==> src/rtl/branch_pkg.sv <==
// Shared definitions for the branch resolver and the datapath condition mux.
package branch_pkg;

    // Branch opcodes understood by the resolver
    localparam logic [5:0] OP_BEQ = 6'h04;
    localparam logic [5:0] OP_BNE = 6'h05;
    localparam logic [5:0] OP_BLE = 6'h06;
    localparam logic [5:0] OP_BGT = 6'h07;

    // Condition select codes consumed by the condition mux
    typedef enum logic [1:0] {
        BC_EQ = 2'b00,
        BC_NE = 2'b01,
        BC_GT = 2'b10,
        BC_LE = 2'b11
    } branch_ctrl_t;

    // Resolver sequencing states
    typedef enum logic [1:0] {
        ST_IDLE = 2'b00,
        ST_CMP  = 2'b01,
        ST_RES  = 2'b10
    } br_state_t;

    // Opcode to condition select; the ble/bgt opcode LSBs do not line up with
    // the select codes, so the mapping is explicit rather than opcode[1:0].
    function automatic branch_ctrl_t decode_op(input logic [5:0] op);
        case (op)
            OP_BEQ:  return BC_EQ;
            OP_BNE:  return BC_NE;
            OP_BGT:  return BC_GT;
            OP_BLE:  return BC_LE;
            default: return BC_EQ;
        endcase
    endfunction

    function automatic logic is_branch_op(input logic [5:0] op);
        return (op == OP_BEQ) || (op == OP_BNE) || (op == OP_BLE) || (op == OP_BGT);
    endfunction

endpackage

==> src/rtl/branch_resolver_cond_sel.sv <==
// branch_cond_sel: combinational 4:1 select of the branch condition from the
// Zero/Gt flags, shared with the datapath condition mux.
module branch_cond_sel
    import branch_pkg::*;
(
    input  branch_ctrl_t i_branch_ctrl,
    input  logic         i_zero,
    input  logic         i_gt,
    output logic         o_cond
);

    // Pick the flag (or its complement) named by the select code
    always_comb begin
        o_cond = 1'b0;
        case (i_branch_ctrl)
            BC_EQ:   o_cond = i_zero;
            BC_NE:   o_cond = ~i_zero;
            BC_GT:   o_cond = i_gt;
            BC_LE:   o_cond = ~i_gt;
            default: o_cond = 1'b0;
        endcase
    end

endmodule

==> src/rtl/branch_resolver.sv <==
// branch_resolver: multicycle branch evaluation (IDLE -> CMP -> RES).
// Operands latched on start, flags/target registered on the CMP edge,
// registered done/pc_write_cond pulse after the RES edge.
// Optional statistics counters: define BRANCH_RESOLVER_STATS_EN.
module branch_resolver #(
    parameter int unsigned DATA_W = 32
) (
    input  logic              clk,
    input  logic              reset,
    input  logic              start,
    input  logic [5:0]        opcode,
    input  logic [DATA_W-1:0] op_a,
    input  logic [DATA_W-1:0] op_b,
    input  logic [DATA_W-1:0] pc,
    input  logic [15:0]       imm,
    output logic              busy,
    output logic              done,
    output logic              zero,
    output logic              gt,
    output logic [1:0]        branch_ctrl,
    output logic              taken,
    output logic              pc_write_cond,
    output logic [DATA_W-1:0] target,
    output logic              err
`ifdef BRANCH_RESOLVER_STATS_EN
    ,
    output logic [15:0]       taken_cnt,
    output logic [15:0]       not_taken_cnt
`endif
);

    import branch_pkg::*;

    br_state_t         r_state, w_next;
    logic [5:0]        r_opcode;
    logic [DATA_W-1:0] r_a, r_b, r_pc;
    logic [15:0]       r_imm;
    logic              r_zero, r_gt, r_err, r_done;
    branch_ctrl_t      r_bc;
    logic [DATA_W-1:0] r_target;

    logic [DATA_W:0]   w_diff;
    logic              w_zero, w_gt, w_cond, w_taken;
    logic [DATA_W-1:0] w_offset, w_target;

    // Sign-extended subtract keeps gt correct across signed overflow
    assign w_diff   = {r_a[DATA_W-1], r_a} - {r_b[DATA_W-1], r_b};
    assign w_zero   = (w_diff[DATA_W-1:0] == '0);
    assign w_gt     = ~w_diff[DATA_W] & ~w_zero;
    assign w_offset = {{(DATA_W-18){r_imm[15]}}, r_imm, 2'b00};
    assign w_target = r_pc + w_offset + {{(DATA_W-3){1'b0}}, 3'b100};

    // State register
    always_ff @(posedge clk or posedge reset) begin
        if (reset) r_state <= ST_IDLE;
        else       r_state <= w_next;
    end

    // Next-state: start only matters in IDLE, the rest is a fixed sequence
    always_comb begin
        w_next = r_state;
        case (r_state)
            ST_IDLE: if (start) w_next = ST_CMP;
            ST_CMP:  w_next = ST_RES;
            ST_RES:  w_next = ST_IDLE;
            default: w_next = ST_IDLE;
        endcase
    end

    // Capture the request on acceptance
    always_ff @(posedge clk or posedge reset) begin
        if (reset) begin
            r_opcode <= '0;
            r_a      <= '0;
            r_b      <= '0;
            r_pc     <= '0;
            r_imm    <= '0;
        end else if (r_state == ST_IDLE && start) begin
            r_opcode <= opcode;
            r_a      <= op_a;
            r_b      <= op_b;
            r_pc     <= pc;
            r_imm    <= imm;
        end
    end

    // Register flags, select code, error and target on the CMP edge; they hold until the next one
    always_ff @(posedge clk or posedge reset) begin
        if (reset) begin
            r_zero   <= 1'b0;
            r_gt     <= 1'b0;
            r_bc     <= BC_EQ;
            r_err    <= 1'b0;
            r_target <= '0;
        end else if (r_state == ST_CMP) begin
            r_zero   <= w_zero;
            r_gt     <= w_gt;
            r_bc     <= decode_op(r_opcode);
            r_err    <= ~is_branch_op(r_opcode);
            r_target <= w_target;
        end
    end

    // Completion pulse registered on the RES edge
    always_ff @(posedge clk or posedge reset) begin
        if (reset) r_done <= 1'b0;
        else       r_done <= (r_state == ST_RES);
    end

    branch_cond_sel u_cond_sel (
        .i_branch_ctrl (r_bc),
        .i_zero        (r_zero),
        .i_gt          (r_gt),
        .o_cond        (w_cond)
    );

    assign w_taken       = w_cond & ~r_err;
    assign busy          = (r_state != ST_IDLE);
    assign done          = r_done;
    assign zero          = r_zero;
    assign gt            = r_gt;
    assign branch_ctrl   = r_bc;
    assign taken         = w_taken;
    assign pc_write_cond = w_taken & r_done;
    assign target        = r_target;
    assign err           = r_err;

`ifdef BRANCH_RESOLVER_STATS_EN
    logic [15:0] r_taken_cnt, r_not_taken_cnt;

    // Saturating outcome counters, one update per resolved valid branch
    always_ff @(posedge clk or posedge reset) begin
        if (reset) begin
            r_taken_cnt     <= '0;
            r_not_taken_cnt <= '0;
        end else if (r_state == ST_RES && !r_err) begin
            if (w_taken && r_taken_cnt != '1)
                r_taken_cnt <= r_taken_cnt + 16'd1;
            else if (!w_taken && r_not_taken_cnt != '1)
                r_not_taken_cnt <= r_not_taken_cnt + 16'd1;
        end
    end

    assign taken_cnt     = r_taken_cnt;
    assign not_taken_cnt = r_not_taken_cnt;
`else
    // No statistics logic in this build
`endif

endmodule
==> config.mk <==
export PLATFORM = sky130hd
export DESIGN_NAME = branch_resolver
export DESIGN_NICKNAME = d
export VERILOG_FILES = /design/src/rtl/branch_pkg.sv /design/src/rtl/branch_resolver_cond_sel.sv /design/src/rtl/branch_resolver.sv
export SDC_FILE = /design/constraint.sdc
export NUM_CORES = 1
export LEC_CHECK = 0
export ABC_AREA = 1
export CAP_MARGIN = 20
export CORE_UTILIZATION = 30
export DETAILED_ROUTE_END_ITERATION = 10
export MAX_ROUTING_LAYER = met4
export PLACE_DENSITY = 0.48
export SLEW_MARGIN = 20
export SYNTH_ARGS = -nofsm -noshare
export SYNTH_HDL_FRONTEND = slang
export SYNTH_SLANG_ARGS = --single-unit
export TNS_END_PERCENT = 50
==> constraint.sdc <==
create_clock -name clk -period 15 [get_ports clk]
set_clock_uncertainty 0.2 [all_clocks]
set_input_delay 2.25 -clock clk [delete_from_list [all_inputs] [get_ports clk]]
set_output_delay 2.25 -clock clk [all_outputs]
set_load 0.01 [all_outputs]
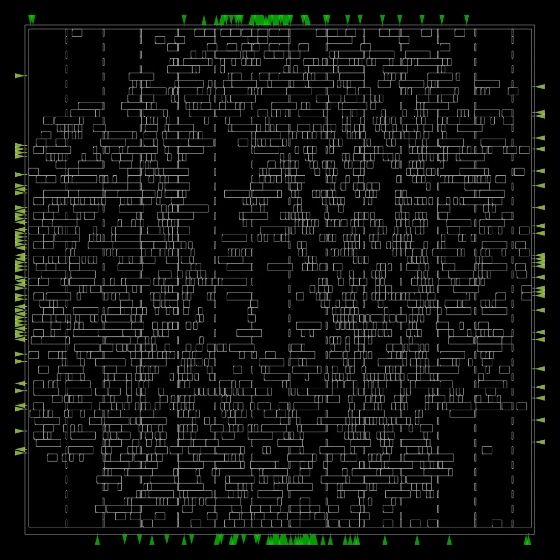
placed.png
flop count: 158
TAP cells: 455
Non-Filler Instances: 2,140

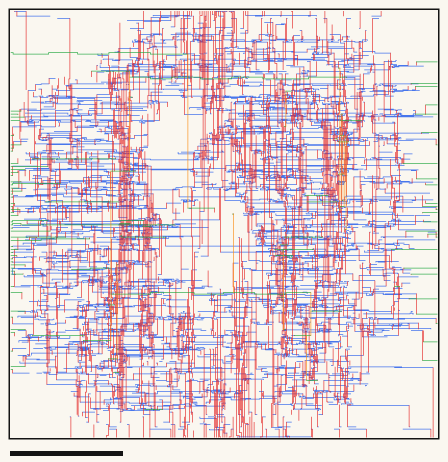
layers.png
Bar = 50 um.
Key: red = M2 [wire length 13,800 um]; green = M3 [wire length 1,140 um]; orange = M4 [wire length 525 um]; blue = M1 [wire length 14,700 um]

==> reports/metrics.yaml <==
pwr:
  p_per_area_nw_per_um2: 175
  vdd_drop_max_v: 0.0000930
routing:
  wl_per_cell_um: 14.1
  via_per_inst: 4.52
  drc_errors: 0
  drt_wl_total_mm: 30.2
layout:
  drive_above_1_share_pct: 4.81
  num_antenna_cells: 0
final_timing:
  hold_violations: 0
  rsz0062_at_grt: "no"
  finalSetupViolCount: 0
  relSlewSlack_pct: 46.0
  fin_crit_sh_pct: 30.4
clock_network:
  cts_repair_resize_count: 0
  clk_pin_slew_ps: 70
  cts_tree: "done"
  cts_root_buf: "clkbuf_16"
  cts_buffer_depth: 2
  worstSkewPairLatency_ps: 450
grt:
  busiest_layer: "met2"
  use_met2_pct: 28.9
  antenna_found_initial: 0
  use_met3_pct: 3.63
critical_path:
  reg2reg_depth: 16
  endpoint_kind: "primary output"
  r2r_slack_ps: 11740
logic_synthesis:
  synth.logic.top_family: "simple AND/OR/NAND/NOR gates"
  ys_async_sr_fraction_pct: 100
  avgSynthCellArea_sq_um: 6.93
  most_common_cell: "nand2_1"
  ys_seq_share_pct: 37.6
  synth_top_area_share_pct: 37.6
  netlist_instances: 1517
  synthTopCellsByArea: "dfrtp_1, nand2_1, ha_1, inv_1, nor2_1"
  synth_top_flop_cell: "dfrtp_1"
  ys_warn_count: 0
placement:
  placed_area_sq_um: 12600
  gp_congestion: 0.896
floorplan:
  die_h_um: 189
status:
  outcome: "complete, no violations"
run:
  tool_warnings: 26
  cap_violations: 0
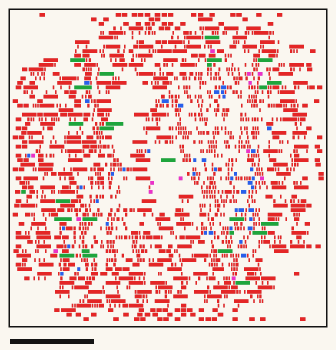
sizing.png
Bar = 50 um.
Key: blue = x2 [cells 42]; magenta = x3 and x4 [cells 13]; red = x1 and smaller [cells 1,604]; green = x6 and larger [cells 26]

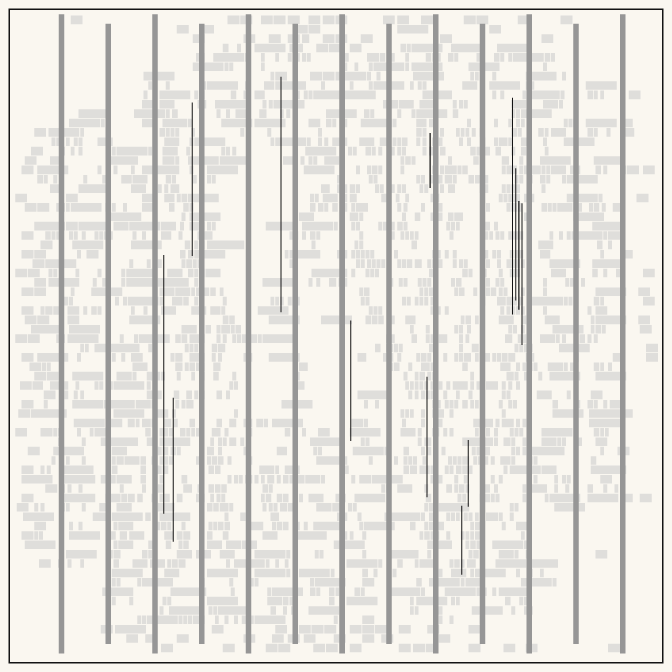
m4.png
Supply wires on this layer in grey. Cells faint in the background.
The longest straight run is 74.8 um. The layer holds 1.7% of the routed length. 9 nets have wire on it. The wires run mostly vertical. The layer carries 525 um of wire.

==> metal layers <==
metal	wire, um	part of all wire [%]
met5	0	0
met4	524	1.7
met3	1140	3.8
met2	13800	46
met1	14700	49
==> layout by cell type (no fill, tap or decap), drive strengths merged, types with 6 or more instances in the layout <==
master         count
a21oi             61
a31oi              6
buf                7
clkbuf            21
clkdlybuf4s50    161
dfrtp            158
ha                89
inv              185
nand2            645
nand3             77
nand4              9
nor2             107
nor3              11
o21ai             79
o21bai             8
or2               13
==> power breakdown <==
part	internal (W)	switching [W]
combinational	0.000472	0.000748
clock	0.000290	0.000194
sequential	0.000546	0.0000730
total	0.00131	0.00101
==> worst max path at each step <==
stage          startpoint             end  slack [ps]
2_1_floorplan       reset  branch_ctrl[0]        8290
3_3_place_gp        start         r_b[31]        9970
3_5_place_dp        start         r_b[15]        9920
4_1_cts              zero   pc_write_cond       10390
5_1_grt             start         r_b[18]       10180
6_report             zero   pc_write_cond       10450
==> worst max-delay path: stages, from the launching register on <==
cell and delay, ps:
dfrtp_1 430, inv_1 50, o21ai_0 200, nor2_1 70, nor3b_1 220, and2_1 150, clkdlybuf4s50_1 520
==> layout make-up <==
| type | count | area [sq um] |
|---|---|---|
| multi-input combinational | 1143 | 5740 |
| sequential | 158 | 3950 |
| fill | 3714 | 21300 |
| clock inverter | 11 | 180 |
| inverter | 184 | 698 |
| timing repair buffer | 168 | 1660 |
| clock buffer | 21 | 460 |
| tap | 455 | 569 |
==> sequential cells by signal, indices dropped and copies added, names as in the netlist <==
name / flops
target: 32
r_pc: 32
r_b: 32
r_a: 32
zero: 1
r_imm: 16
done: 1
gt: 1
r_state: 2
err: 1
branch_ctrl: 2
r_opcode: 6
Power and IR drop assume default switching activity.
